**Pin map**

Pins as bars across the die edge, other pins in grey.
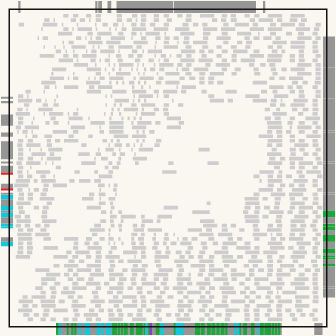
**Sequential cells grouped by signal name**

Other sequential cells in the stronger grey, the rest of the logic in the fainter grey.
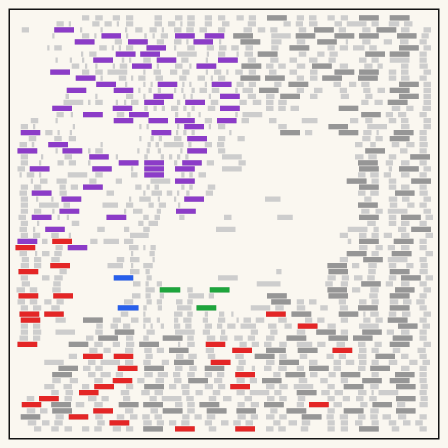
**src/rtl/neuron_layer_sequencer.sv**
```systemverilog
// Drives one serial MAC neuron through a layer of weight rows for a single input vector
// and presents the assembled layer result on a valid/ready port.
module neuron_layer_sequencer #(
    parameter  int NUM_INPUTS  = 8,
    parameter  int NUM_NEURONS = 4,
    parameter  int X_W         = 8,
    parameter  int W_W         = 8,
    parameter  int B_W         = 32,
    parameter  int OUT_W       = 16,
    localparam int IDX_W       = (NUM_NEURONS > 1) ? $clog2(NUM_NEURONS) : 1
) (
    input  logic                         clk,
    input  logic                         rst_n,
    input  logic                         vec_valid,
    output logic                         vec_ready,
    input  logic [NUM_INPUTS*X_W-1:0]    vec_x,
    output logic                         wmem_rd_en,
    output logic [IDX_W-1:0]             wmem_addr,
    input  logic [NUM_INPUTS*W_W-1:0]    wmem_w,
    input  logic [B_W-1:0]               wmem_bias,
    output logic                         neu_in_valid,
    input  logic                         neu_in_ready,
    output logic [NUM_INPUTS*X_W-1:0]    neu_x_flat,
    output logic [NUM_INPUTS*W_W-1:0]    neu_w_flat,
    output logic [B_W-1:0]               neu_bias,
    input  logic                         neu_out_valid,
    input  logic [OUT_W-1:0]             neu_out_data,
    output logic                         lay_valid,
    input  logic                         lay_ready,
    output logic [NUM_NEURONS*OUT_W-1:0] lay_y_flat,
    output logic                         busy,
    output logic                         err_unexp
);

    typedef enum logic [2:0] {
        IDLE,
        FETCH,
        LOAD,
        ISSUE,
        WAIT,
        DONE
    } state_t;

    localparam logic [IDX_W-1:0] LAST_IDX = IDX_W'(NUM_NEURONS - 1);

    state_t                         state;
    state_t                         state_next;
    logic [IDX_W-1:0]               idx;
    logic [NUM_INPUTS*X_W-1:0]      x_reg;
    logic [NUM_INPUTS*W_W-1:0]      w_reg;
    logic [B_W-1:0]                 b_reg;
    logic [NUM_NEURONS*OUT_W-1:0]   y_reg;

    always_ff @(posedge clk or negedge rst_n) begin
        if (!rst_n) begin
            state <= IDLE;
        end else begin
            state <= state_next;
        end
    end

    always_comb begin
        state_next = state;
        case (state)
            IDLE:    if (vec_valid)     state_next = FETCH;
            FETCH:                      state_next = LOAD;
            LOAD:                       state_next = ISSUE;
            ISSUE:   if (neu_in_ready)  state_next = WAIT;
            WAIT:    if (neu_out_valid) state_next = (idx == LAST_IDX) ? DONE : FETCH;
            DONE:    if (lay_ready)     state_next = IDLE;
            default:                    state_next = IDLE;
        endcase
    end

    // Result pulses outside WAIT are flagged only; they never touch slots or the index.
    always_ff @(posedge clk or negedge rst_n) begin
        if (!rst_n) begin
            idx       <= '0;
            x_reg     <= '0;
            w_reg     <= '0;
            b_reg     <= '0;
            y_reg     <= '0;
            err_unexp <= 1'b0;
        end else begin
            err_unexp <= neu_out_valid && (state != WAIT);
            case (state)
                IDLE: begin
                    if (vec_valid) begin
                        x_reg <= vec_x;
                        idx   <= '0;
                    end
                end
                LOAD: begin
                    w_reg <= wmem_w;
                    b_reg <= wmem_bias;
                end
                WAIT: begin
                    if (neu_out_valid) begin
                        y_reg[idx*OUT_W +: OUT_W] <= neu_out_data;
                        if (idx != LAST_IDX) begin
                            idx <= idx + 1'b1;
                        end
                    end
                end
                default: ;
            endcase
        end
    end

    assign vec_ready    = (state == IDLE);
    assign busy         = (state != IDLE);
    assign wmem_rd_en   = (state == FETCH);
    assign neu_in_valid = (state == ISSUE);
    assign lay_valid    = (state == DONE);
    assign wmem_addr    = idx;
    assign neu_x_flat   = x_reg;
    assign neu_w_flat   = w_reg;
    assign neu_bias     = b_reg;
    assign lay_y_flat   = y_reg;

endmodule

```
**config.mk**
```make
export PLATFORM = sky130hd
export DESIGN_NAME = neuron_layer_sequencer
export DESIGN_NICKNAME = d
export VERILOG_FILES = /design/src/rtl/neuron_layer_sequencer.sv
export SDC_FILE = /design/constraint.sdc
export NUM_CORES = 1
export LEC_CHECK = 0
export CAP_MARGIN = 20
export CELL_PAD_IN_SITES_DETAIL_PLACEMENT = 2
export CELL_PAD_IN_SITES_GLOBAL_PLACEMENT = 2
export CORE_MARGIN = 2
export CORE_UTILIZATION = 26
export CTS_BUF_LIST = sky130_fd_sc_hd__clkbuf_8 sky130_fd_sc_hd__clkbuf_16
export DETAILED_ROUTE_END_ITERATION = 16
export PLACE_DENSITY = 0.81
export SYNTH_ARGS = -nofsm -noshare
export SYNTH_HDL_FRONTEND = slang
export SYNTH_SLANG_ARGS = --single-unit
```
**constraint.sdc**
```tcl
create_clock -name clk -period 2.61 [get_ports clk]
set_input_delay 0.783 -clock clk [delete_from_list [all_inputs] [get_ports clk]]
set_output_delay 0.783 -clock clk [all_outputs]
set_load 0.01 [all_outputs]
```
==> ci_impl_report.md <==
## PnR job results

| Metric | Value |
|---|---|
| Status | `finished, final reports clean` |
| CTS max path bufs | `3` |
| Die y size | `a little under 200 um` |
| I/O Buffers | `413` |
| Met2 usage | `around 33%` |
| Clock power frac | `about 22%` |
| Actual slew at the worst max-slew pin | `0.551 ns` |
| Core ar. | `approximately 35000 um^2` |
| Number of synthesis warnings | `0` |
| Layout area overhead | `61.8%` |
| Yosys stat area | `9240 um^2` |
| CP max-delay cell | `dfrtp_2` |
| Initial Util | `approximately a quarter` |
| Leak | `6.50 nW` |
| Crit-path cells | `or3_4 -> inv_1 -> clkdlybuf4s15_2` |
| Reg power frac | `about a third` |
| Post-Syn Nets | `between 800 and 900` |
| NetSw | `0.00549 W` |
| Simple share | `between 5 and 6%` |
| Synth Area in XOR/XNOR | `0%` |
| RSZ-0062 raised after global routing | `no` |
| GPL Wtd Cong | `approximately 0.74` |
| Die width | `between 150 and 200 um` |
| Row Count | `roughly 69` |
| DR vias | `between 6k and 7k` |
| Max Clock Freq | `about 400 MHz` |
| Antenna Nets Post-Route | `0` |
| Syn Area/Cell | `around 14 um^2` |
| R2R Setup Slk | `roughly 0.66 ns` |
| Final setup fails | `0` |
| Post-CTS Repair Setup Buffers | `0` |
| Clk_lat worst skew | `0.54 ns` |
| CTS tree | `yes` |
| CP endpoint | `vec_ready` |
| Initial antenna violation count | `0` |
| Yosys top cell by instances | `dfrtp_1` |
| DR top layer | `met4` |
| Worst r2r dst | `neu_bias[10]` |
| Min Tclk post-route | `~2.5 ns` |
| Drt first-iter violations | `around 120` |
| Type of the most critical hold path | `in -> async` |
| Final wirelength | `roughly 33 mm` |
| Placed instance area | `~14000 um^2` |
| Drt wl/cell | `around 21 um` |
| MUX area fraction | `between 20 and 25%` |
| Critical Path RT | `1.83 ns` |
| H-tree depth | `1` |
| P_int | `0.0119 W` |
| Synth Instances | `between 600 and 700` |
| I/O pin total | `slightly above 400` |
-- 'pin map' (at the start) --
legend:
  `neu_in_valid`:
    colour: purple
    pins: 1
    direction: output
    edge: bottom
  `wmem_w`:
    colour: green
    pins: 64
    direction: input
    edge: 50 bottom, 14 right
  `wmem_addr`:
    colour: red
    pins: 2
    direction: output
    edge: left
  `wmem_bias`:
    colour: cyan
    pins: 32
    direction: input
    edge: 22 bottom, 10 left

-- 'sequential cells grouped by signal name' (at the start) --
legend:
  `lay_y_flat`:
    colour: purple
    placed_flops: 64
  `wmem_addr`:
    colour: blue
    placed_flops: 2
  `state`:
    colour: green
    placed_flops: 3
  `neu_bias`:
    colour: red
    placed_flops: 32

[stage by stage]
step	worst slack, ns	cells	utilization [%]	TNS [ns]
2_1_floorplan	0.656	653	-	0
3_3_place_gp	0.202	1518	39.6	0
3_5_place_dp	0.0606	1518	39.6	0
4_1_cts	-0.0174	1568	42.3	-0.0174
5_1_grt	0.0211	1571	42.3	0
6_report	0.0756	1571	42.3	0
[layout make-up]
type / instances / area [um^2] / area share (%)
Sequential cell: 230 / 5760 / 38.5
Multi-Input combinational cell: 341 / 3060 / 20.5
Inverter: 49 / 184 / 1.23
Tap cell: 461 / 577 / 3.86
Clock buffer: 38 / 850 / 5.68
Timing Repair Buffer: 440 / 4440 / 29.7
Clock inverter: 12 / 80.1 / 0.536
No activity file was given, so power comes from the tool's default toggle rates.
